==> config.mk <==
export PLATFORM = sky130hd
export DESIGN_NAME = nibble_serial_adder
export DESIGN_NICKNAME = d
export VERILOG_FILES = /design/src/rtl/nibble_serial_adder.sv
export SDC_FILE = /design/constraint.sdc
export NUM_CORES = 1
export LEC_CHECK = 0
export CAP_MARGIN = 20
export CORE_ASPECT_RATIO = 1.2
export CORE_UTILIZATION = 40
export DETAILED_ROUTE_END_ITERATION = 6
export HOLD_SLACK_MARGIN = 0.06
export PLACE_DENSITY = 0.65
export SYNTH_ARGS = -nofsm -noshare
export SYNTH_HDL_FRONTEND = slang
export SYNTH_SLANG_ARGS = --single-unit
==> constraint.sdc <==
create_clock -name clk -period 2 [get_ports clk]
set_clock_uncertainty 0.1 [all_clocks]
set_input_delay 0.2 -clock clk [delete_from_list [all_inputs] [get_ports clk]]
set_output_delay 0.2 -clock clk [all_outputs]
set_load 0.02 [all_outputs]
pdn.png
Pins as bars on the die edge. Tap cells in gray.
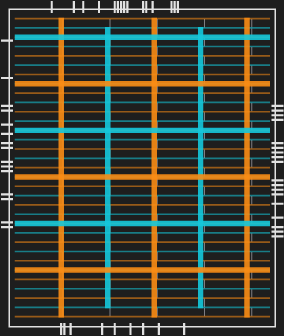
color	net
cyan	VDD
orange	VSS
met1 rails	33
met4 straps	5
core area: 6490 sq um
Worst VDD drop: 0.532 mV

cell_classes.png
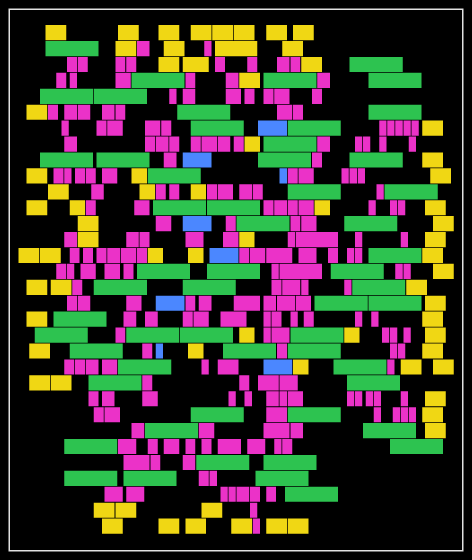
color	class	cells	share of their area
yellow	other buffers and delay cells	70	20%
blue	clock drivers and dummy loads	8	2.7%
magenta	all other logic	210	36%
green	flip-flops	56	41%
Final Util: 0.538
Rows: 32
Final Instance Area: 3490 sq um
Seq area share: 0.402

clock_map.png
The bar under the picture is 20 microns long.
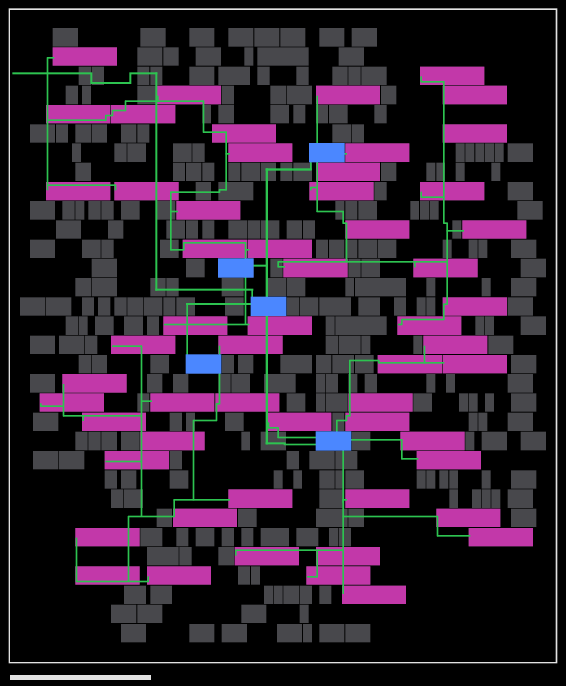
[magenta] flip-flops | count: 56
[green] clock wires | length: 629 microns
[blue] cells driving clock nets | count: 5
flops lie	all over the die
worst skew pair latency: 300 ps
share of total power in the clock network: 0.124
clk pwr: 0.629 mW

==> metrics.cfg <==
[status]
outcome = finished clean

[floorplanning]
dieArea_sq_um = 7130
die_w_microns = 77.2

[sta]
slew_violations = 0
fin_hold_ws_ps = 183
tns_ps = 0
fin_crit_sh = 0.869
min_period_ps = 1740

[clocking]
htree_num_levels = 2
cts_root_buf = clkbuf_8
ctsHoldBuffers = 0
cts_resized = 0
cts_tree = yes
cts_max_path_buffers = 2

[power]
p_total_mw = 5.07
power-top-group = combinational logic
p_comb_frac = 0.486
netSwitchingPower_mw = 2.06
seq-power_mw = 1.98
power_density_nw_per_um2 = 1460

[placed_design]
place_inst = 421
dp_hpwl_mm = 4.41
gp_congestion = 0.798

[detailed_routing]
wl_met2_mm = 3.24
met1_length_mm = 2.80
antenna_left = 0
vias = 2248
dr_wl_met3_microns = 247

[setup_path]
arrival_ps = 1820
crit_family = adder cells
critical-path-max-stage-delay_ps = 450
critPathMostFrequentCell = fa_1
cp_slowest_cell = fa_1
crit_path_end_kind = flop
crit_chain = fa_1, inv_1, fa_1, nand2b_1, o2bb2ai_1, o211ai_1

[synthesis]
mux_share = 0.00368
top_cell = dfrtp_1
synth-main-ff-cell = dfrtp_1
yosys.area_share.adder = 0.0332
syn_inst = 286
ys_seq_frac = 0.516
ys_sh_aoi = 0.228
syn-cell-area_sq_um = 2720
synth-area-yosys_sq_um = 2720
top_area_frac = 0.516
ys_sh_simple = 0.171
synthTopCellsByCount = dfrtp_1, nand2_1, a21oi_1

[global_routing]
grt_pass1_wl_mm = 10.7
overflow = 0
grt_antenna_before_repair = 0
met3_usage = 0.0239

[final_layout]
sh_comb_area = 0.340
largestClassByArea = sequential cells
fill_cells = 590
clk_share = 0.0258
area_growth_pct = 28.4
buffers = 70
nClkBuffers = 8
logic_gates = 204

[hold_path]
hold_class = primary input to asynchronous set/reset pin

Power and IR drop assume default switching activity.
